--- config.mk ---
export PLATFORM = sky130hd
export DESIGN_NAME = periph_fabric_flat
export DESIGN_NICKNAME = d
export VERILOG_FILES = /design/src/rtl/periph_fabric_if.sv /design/src/rtl/periph_fabric.sv /design/src/flat_wrapper.sv
export SDC_FILE = /design/constraint.sdc
export NUM_CORES = 1
export LEC_CHECK = 0
export CORE_MARGIN = 3
export CORE_UTILIZATION = 39
export DETAILED_ROUTE_END_ITERATION = 10
export GPL_TIMING_DRIVEN = 1
export PLACE_DENSITY = 0.82
export SYNTH_ARGS = -nofsm -noshare
export SYNTH_HDL_FRONTEND = slang
export SYNTH_SLANG_ARGS = --single-unit
--- constraint.sdc ---
create_clock -name clk -period 4.1 [get_ports clk]
set_clock_uncertainty 0.15 [all_clocks]
set_input_delay 1.025 -clock clk [delete_from_list [all_inputs] [get_ports clk]]
set_output_delay 1.025 -clock clk [all_outputs]
set_load 0.01 [all_outputs]
--- src/rtl/periph_fabric_if.sv ---
// rtl/periph_fabric_if.sv - core-side and slot-side bus bundle for periph_fabric
// The fabric takes the slave view of the core bus and drives the slot bus; the master view is the core/peripheral side.
interface periph_fabric_if #(
   parameter int NUM_SLOTS = 4
);
   logic [31:0]             m_addr;
   logic [31:0]             m_wdata;
   logic [2:0]              m_flag;
   logic                    m_we;
   logic                    m_re;
   logic [31:0]             m_rdata;
   logic                    m_ready;
   logic                    m_err;

   logic [NUM_SLOTS-1:0]    s_sel;
   logic [31:0]             s_addr;
   logic [31:0]             s_wdata;
   logic [2:0]              s_flag;
   logic                    s_we;
   logic                    s_re;
   logic [NUM_SLOTS*32-1:0] s_rdata;
   logic [NUM_SLOTS-1:0]    s_ready;

   modport slave (
      input  m_addr, m_wdata, m_flag, m_we, m_re,
      output m_rdata, m_ready, m_err,
      output s_sel, s_addr, s_wdata, s_flag, s_we, s_re,
      input  s_rdata, s_ready
   );

   modport master (
      output m_addr, m_wdata, m_flag, m_we, m_re,
      input  m_rdata, m_ready, m_err,
      input  s_sel, s_addr, s_wdata, s_flag, s_we, s_re,
      output s_rdata, s_ready
   );
endinterface

--- src/rtl/periph_fabric.sv ---
// rtl/periph_fabric.sv - one-hot slot interconnect with wait states, timeout and error responses
// Optional error statistics (err_count/err_addr) are enabled by defining PERIPH_FABRIC_STATS_EN.
module periph_fabric #(
   parameter int          NUM_SLOTS      = 4,
   parameter logic [31:0] BASE_ADDR      = 32'h4000_0000,
   parameter logic [31:0] SLOT_SPACING   = 32'h0000_1000,
   parameter int          TIMEOUT_CYCLES = 16
) (
   input  logic           clk,
   input  logic           rst,
   periph_fabric_if.slave bus
`ifdef PERIPH_FABRIC_STATS_EN
   ,
   output logic [15:0]    err_count,
   output logic [31:0]    err_addr
`endif
);

   localparam int SHIFT = $clog2(SLOT_SPACING);

   localparam logic [1:0] IDLE   = 2'd0;
   localparam logic [1:0] ACCESS = 2'd1;
   localparam logic [1:0] RESP   = 2'd2;

   logic [1:0]           state;
   logic [7:0]           tmo_cnt;
   logic [NUM_SLOTS-1:0] sel_q;
   logic                 we_q;
   logic                 re_q;
   logic [31:0]          addr_q;
   logic [31:0]          wdata_q;
   logic [2:0]           flag_q;
   logic [31:0]          rdata_q;
   logic                 ready_q;
   logic                 err_q;

   // 33-bit subtraction so addresses below the window show up as a borrow, never a wrap
   logic [32:0]          rel;
   logic [31:0]          slot_idx;
   logic [31:0]          offset;
   logic                 mapped;
   logic                 req;
   logic                 req_bad;
   logic [NUM_SLOTS-1:0] sel_d;
   logic                 slot_ready;
   logic [31:0]          slot_rdata;
   logic                 tmo_hit;
   logic                 err_evt;

   assign rel      = {1'b0, bus.m_addr} - {1'b0, BASE_ADDR};
   assign slot_idx = rel[31:0] >> SHIFT;
   assign offset   = rel[31:0] & (SLOT_SPACING - 32'd1);
   assign mapped   = !rel[32] && (slot_idx < 32'(NUM_SLOTS));
   assign req      = bus.m_we | bus.m_re;
   assign req_bad  = (bus.m_we & bus.m_re) | !mapped;
   assign tmo_hit  = (tmo_cnt == 8'(TIMEOUT_CYCLES - 1));

   always_comb begin
      sel_d = '0;
      for (int k = 0; k < NUM_SLOTS; k++) begin
         sel_d[k] = (slot_idx == 32'(k));
      end
   end

   // The registered one-hot select doubles as the return-path mux, so foreign s_ready bits are masked off
   assign slot_ready = |(bus.s_ready & sel_q);

   always_comb begin
      slot_rdata = '0;
      for (int k = 0; k < NUM_SLOTS; k++) begin
         if (sel_q[k]) begin
            slot_rdata = slot_rdata | bus.s_rdata[k*32 +: 32];
         end
      end
   end

   assign err_evt = ((state == IDLE) && req && req_bad) ||
                    ((state == ACCESS) && !slot_ready && tmo_hit);

   always_ff @(posedge clk or posedge rst) begin
      if (rst) begin
         state   <= IDLE;
         tmo_cnt <= '0;
         sel_q   <= '0;
         we_q    <= 1'b0;
         re_q    <= 1'b0;
         addr_q  <= '0;
         wdata_q <= '0;
         flag_q  <= '0;
         rdata_q <= '0;
         ready_q <= 1'b0;
         err_q   <= 1'b0;
      end else begin
         ready_q <= 1'b0;
         case (state)
            IDLE: begin
               if (req) begin
                  if (req_bad) begin
                     state   <= RESP;
                     ready_q <= 1'b1;
                     err_q   <= 1'b1;
                     rdata_q <= '0;
                  end else begin
                     state   <= ACCESS;
                     sel_q   <= sel_d;
                     we_q    <= bus.m_we;
                     re_q    <= bus.m_re;
                     addr_q  <= offset;
                     wdata_q <= bus.m_wdata;
                     flag_q  <= bus.m_flag;
                  end
               end
            end
            ACCESS: begin
               // A ready arriving on the last allowed cycle still completes cleanly
               if (slot_ready || tmo_hit) begin
                  state   <= RESP;
                  ready_q <= 1'b1;
                  err_q   <= !slot_ready;
                  rdata_q <= (slot_ready && re_q) ? slot_rdata : 32'd0;
                  sel_q   <= '0;
                  we_q    <= 1'b0;
                  re_q    <= 1'b0;
                  tmo_cnt <= '0;
               end else begin
                  tmo_cnt <= tmo_cnt + 8'd1;
               end
            end
            RESP: begin
               state   <= IDLE;
               tmo_cnt <= '0;
            end
            default: begin
               state <= IDLE;
            end
         endcase
      end
   end

   assign bus.m_rdata = rdata_q;
   assign bus.m_ready = ready_q;
   assign bus.m_err   = err_q;
   assign bus.s_sel   = sel_q;
   assign bus.s_we    = we_q;
   assign bus.s_re    = re_q;
   assign bus.s_addr  = addr_q;
   assign bus.s_wdata = wdata_q;
   assign bus.s_flag  = flag_q;

`ifdef PERIPH_FABRIC_STATS_EN
   // Full request address is kept because the master may move m_addr while a slave stalls
   logic [31:0] req_addr_q;

   always_ff @(posedge clk or posedge rst) begin
      if (rst) begin
         req_addr_q <= '0;
      end else if ((state == IDLE) && req && !req_bad) begin
         req_addr_q <= bus.m_addr;
      end
   end

   always_ff @(posedge clk or posedge rst) begin
      if (rst) begin
         err_count <= '0;
         err_addr  <= '0;
      end else if (err_evt) begin
         if (err_count != 16'hFFFF) begin
            err_count <= err_count + 16'd1;
         end
         err_addr <= (state == IDLE) ? bus.m_addr : req_addr_q;
      end
   end
`endif

endmodule

--- src/flat_wrapper.sv ---
// flat-port wrapper written by rule: the top's interface ports become plain ports
module periph_fabric_flat 
#(
   parameter int          NUM_SLOTS      = 4,
   parameter logic [31:0] BASE_ADDR      = 32'h4000_0000,
   parameter logic [31:0] SLOT_SPACING   = 32'h0000_1000,
   parameter int          TIMEOUT_CYCLES = 16
)
  (clk, rst, bus_m_addr, bus_m_wdata, bus_m_flag, bus_m_we, bus_m_re, bus_m_rdata, bus_m_ready, bus_m_err, bus_s_sel, bus_s_addr, bus_s_wdata, bus_s_flag, bus_s_we, bus_s_re, bus_s_rdata, bus_s_ready);
  periph_fabric_if #(.NUM_SLOTS(NUM_SLOTS)) bus_i ();
  input  logic clk;
  input  logic rst;
  input wire logic [$bits(bus_i.m_addr)-1:0] bus_m_addr;
  input wire logic [$bits(bus_i.m_wdata)-1:0] bus_m_wdata;
  input wire logic [$bits(bus_i.m_flag)-1:0] bus_m_flag;
  input wire logic [$bits(bus_i.m_we)-1:0] bus_m_we;
  input wire logic [$bits(bus_i.m_re)-1:0] bus_m_re;
  output wire logic [$bits(bus_i.m_rdata)-1:0] bus_m_rdata;
  output wire logic [$bits(bus_i.m_ready)-1:0] bus_m_ready;
  output wire logic [$bits(bus_i.m_err)-1:0] bus_m_err;
  output wire logic [$bits(bus_i.s_sel)-1:0] bus_s_sel;
  output wire logic [$bits(bus_i.s_addr)-1:0] bus_s_addr;
  output wire logic [$bits(bus_i.s_wdata)-1:0] bus_s_wdata;
  output wire logic [$bits(bus_i.s_flag)-1:0] bus_s_flag;
  output wire logic [$bits(bus_i.s_we)-1:0] bus_s_we;
  output wire logic [$bits(bus_i.s_re)-1:0] bus_s_re;
  input wire logic [$bits(bus_i.s_rdata)-1:0] bus_s_rdata;
  input wire logic [$bits(bus_i.s_ready)-1:0] bus_s_ready;
  assign bus_i.m_addr = bus_m_addr;
  assign bus_i.m_wdata = bus_m_wdata;
  assign bus_i.m_flag = bus_m_flag;
  assign bus_i.m_we = bus_m_we;
  assign bus_i.m_re = bus_m_re;
  assign bus_m_rdata = bus_i.m_rdata;
  assign bus_m_ready = bus_i.m_ready;
  assign bus_m_err = bus_i.m_err;
  assign bus_s_sel = bus_i.s_sel;
  assign bus_s_addr = bus_i.s_addr;
  assign bus_s_wdata = bus_i.s_wdata;
  assign bus_s_flag = bus_i.s_flag;
  assign bus_s_we = bus_i.s_we;
  assign bus_s_re = bus_i.s_re;
  assign bus_i.s_rdata = bus_s_rdata;
  assign bus_i.s_ready = bus_s_ready;
  periph_fabric #(.NUM_SLOTS(NUM_SLOTS), .BASE_ADDR(BASE_ADDR), .SLOT_SPACING(SLOT_SPACING), .TIMEOUT_CYCLES(TIMEOUT_CYCLES)) u_core (.clk(clk), .rst(rst), .bus(bus_i));
endmodule
==> flow_summary.ini <==
; implementation run metrics
[floorplanning]
die_y_um = 124
std_cell_rows = 42
io_pins = 310

[yosys]
yosys.area_share.aoi_pct = 22.5
synth.area.top_cells = sky130_fd_sc_hd__dfrtp_1 (45%), sky130_fd_sc_hd__o211ai_1 (9.7%), sky130_fd_sc_hd__a22oi_1 (9.1%), sky130_fd_sc_hd__mux2_2 (5.8%), sky130_fd_sc_hd__nand3_1 (4.0%)
yosysTopAreaCell = sky130_fd_sc_hd__dfrtp_1
mappedNetlistArea_um2 = 5440
ys_sh_mux_pct = 9.92
yosys_warnings = 0
synthXorXnorAreaFrac_pct = 0.322
yosysChipArea_um2 = 5440
synth_stat.cells = 537
yosysSeqAreaShare_pct = 44.7
yosys-dominant-comb-family = AND-OR/OR-AND gates

[finish]
finalNonFillerCells = 983
layout_top_cell = sky130_fd_sc_hd__clkdlybuf4s50_1
comb_area_share_pct = 29.6
clkCellAreaFrac_pct = 3.80
insertedDiodeCount = 0
signal_buffers = 300
lay_top_cells = sky130_fd_sc_hd__clkdlybuf4s50_1 (289), sky130_fd_sc_hd__dfrtp_1 (97), sky130_fd_sc_hd__o211ai_1 (70)
area_share_nonclk_buffers_pct = 34.4
area.combinational_um2 = 2590
area_added_between_synthesis_and_finish_pct = 61.0
dominant_cells = non-clock buffers
n_sequential_cell = 97
post-route-cell-area_um2 = 8750

[pwr]
power.density_nw_per_um2 = 282
totalPowerFinal_uw = 2470

[worst_setup_path]
crit_path_end_kind = output pin
worst_setup_path_startpoint = u_core.bus.s_sel[2]
critPathSlowestCell = sky130_fd_sc_hd__dfrtp_1
cp-endpoint = bus_s_sel[2]
ws_path_type = flip-flop to output pin
crit_buf_inv = 1
r2r_cells = 6
critical_path_peak_fanout = 19
critical_path_required_ps = 2920
worst_path_dominant_cell_family = flip-flops

[hold_path]
worst_hold_stages = 1
hold_end = u_core.bus.s_addr[6]

[sta]
worst_slew_pin_tran_ps = 1020
setup_repair_after_global_routing_missed_its_margin = false
final.hold.worst_slack_ps = 344
post_layout_min_period_ps = 3080
summed_negative_setup_slack_over_all_endpoints_ps = 0
period_used_pct = 75.2

[route]
finalWirelength_um = 19300
drc = 0
m1WireLength_um = 7130
met2_length_um = 9770
vias_per_cell = 5.50
routed.top_layer = met4
routed_len_inst_um = 19.6
dr_wl_met3_um = 2120
dr.first_iter.drc_count = 480

[place]
hpwlAfterDp_um = 14500
numPlacedInstances = 968
gp_congestion = 0.820

[run]
warnings = 28

[grt]
grt_util_met2_pct = 42.7
grt_most_used_layer = met2
first_global_vias = 5613
grtUsageTotal_pct = 24.0
grt_util_met3_pct = 7.67
initial_antenna_violation_count = 0

[clock_tree]
post_cts_resize_count = 0
tritoncts_clock_tree = done
clock_sinks = 97
numCtsBuffers = 9
cts.repair_timing.setup_buffer_count = 0
ctsRootBufferMaster = sky130_fd_sc_hd__clkbuf_16

[outcome]
result_of_the_run = finished clean
==> Yosys cell counts (all sizes together) <==
library cell  number
a2111oi            1
a211oi             2
a21o               1
a21oi              4
a22oi             66
a2bb2oi            3
a31o               1
a31oi              1
and2               2
and3               4
buf               41
clkbuf            23
conb               1
dfrtp             97
ha                 4
inv               44
mux2              47
mux2i              1
nand2             36
nand2b             2
nand3             45
nand4              4
nand4b             4
nor2               4
nor2b              1
nor3               2
nor3b              2
nor4               4
nor4b              1
o211ai            70
o21ai              1
o22ai              1
o2bb2ai            5
o31ai              2
o41ai              2
or2                1
or3                3
or4                1
or4b               1
xnor2              1
xor2               1
==> where the power goes <==
group	internal (uW)	leakage, uW	total (uW)	switching [uW]
Combinational	257	0.00204	507	250
Sequential	979	0.00134	999	20.4
Clock	595	0.000163	961	367
Total	1830	0.00355	2470	637
Figure 1. Pin map.
Pins as bars across the die edge, other pins in grey.
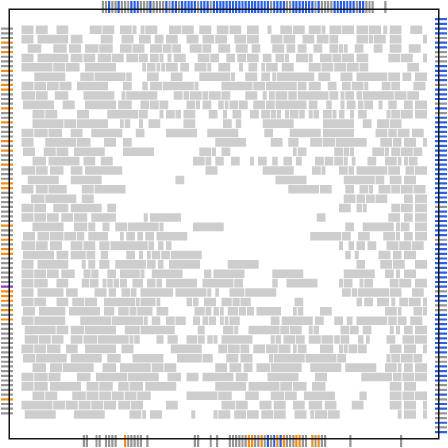
bus_m_wdata -> orange  # pins 32, direction input, edge 22 left, 10 bottom
bus_m_re -> purple  # pins 1, direction input, edge left
bus_s_rdata -> blue  # pins 128, direction input, edge 69 right, 56 top, 3 bottom
all pins by edge = 89 right, 87 top, 83 left, 51 bottom

Figure 2. Cell outlines without signal wires.
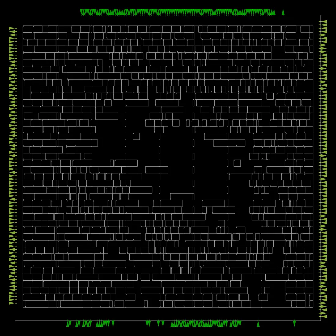
area inside the core boundary: 13500 um^2
flip-flop and latch share of the layout cell area: 27.7%
filler cell count in the final layout: 1063
Layout Utilization: 65.1%

Figure 3. Clock distribution.
Scale bar: 20 um.
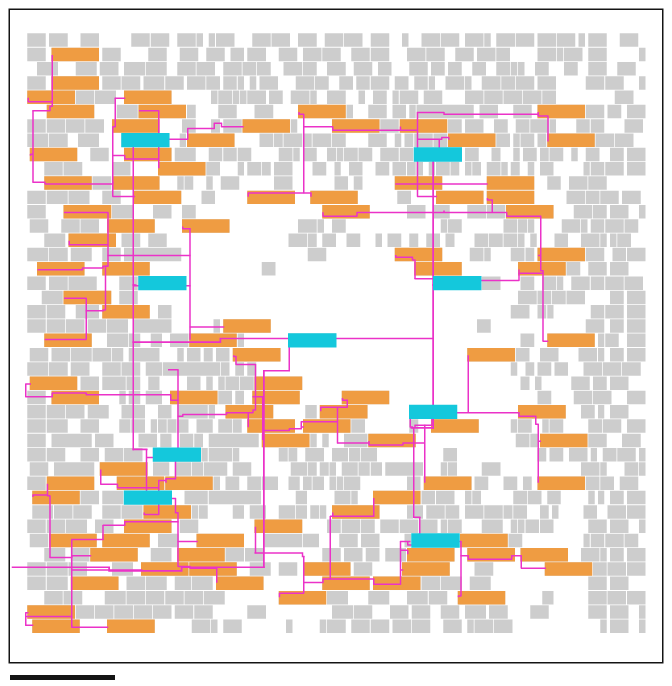
flip-flops -> orange  # count 97
clock-net drivers -> cyan  # count 9
clock wires -> magenta  # length 1280 um
flops lie = all over the die
routed clock nets = 10

Figure 4. Cell classes on the final placement.
Fill, decap, tap and diode cells in grey.
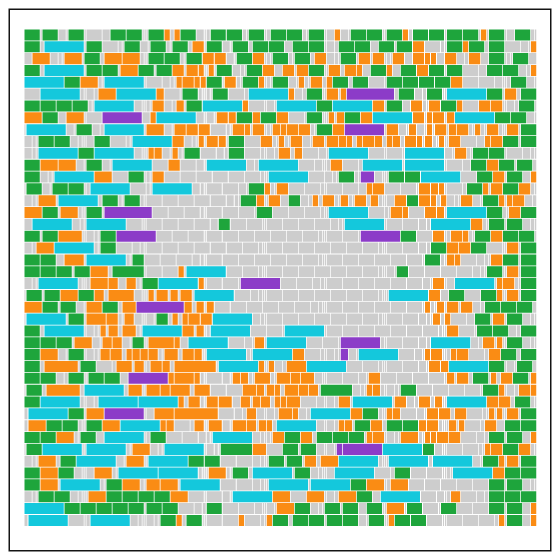
remaining logic cells -> orange  # cells 395, share of their area 32%
clock drivers and dummy loads -> purple  # cells 15, share of their area 3.9%
remaining buffers and delay cells -> green  # cells 300, share of their area 35%
registers -> cyan  # cells 97, share of their area 28%

No activity file was given, so power comes from the tool's default toggle rates.
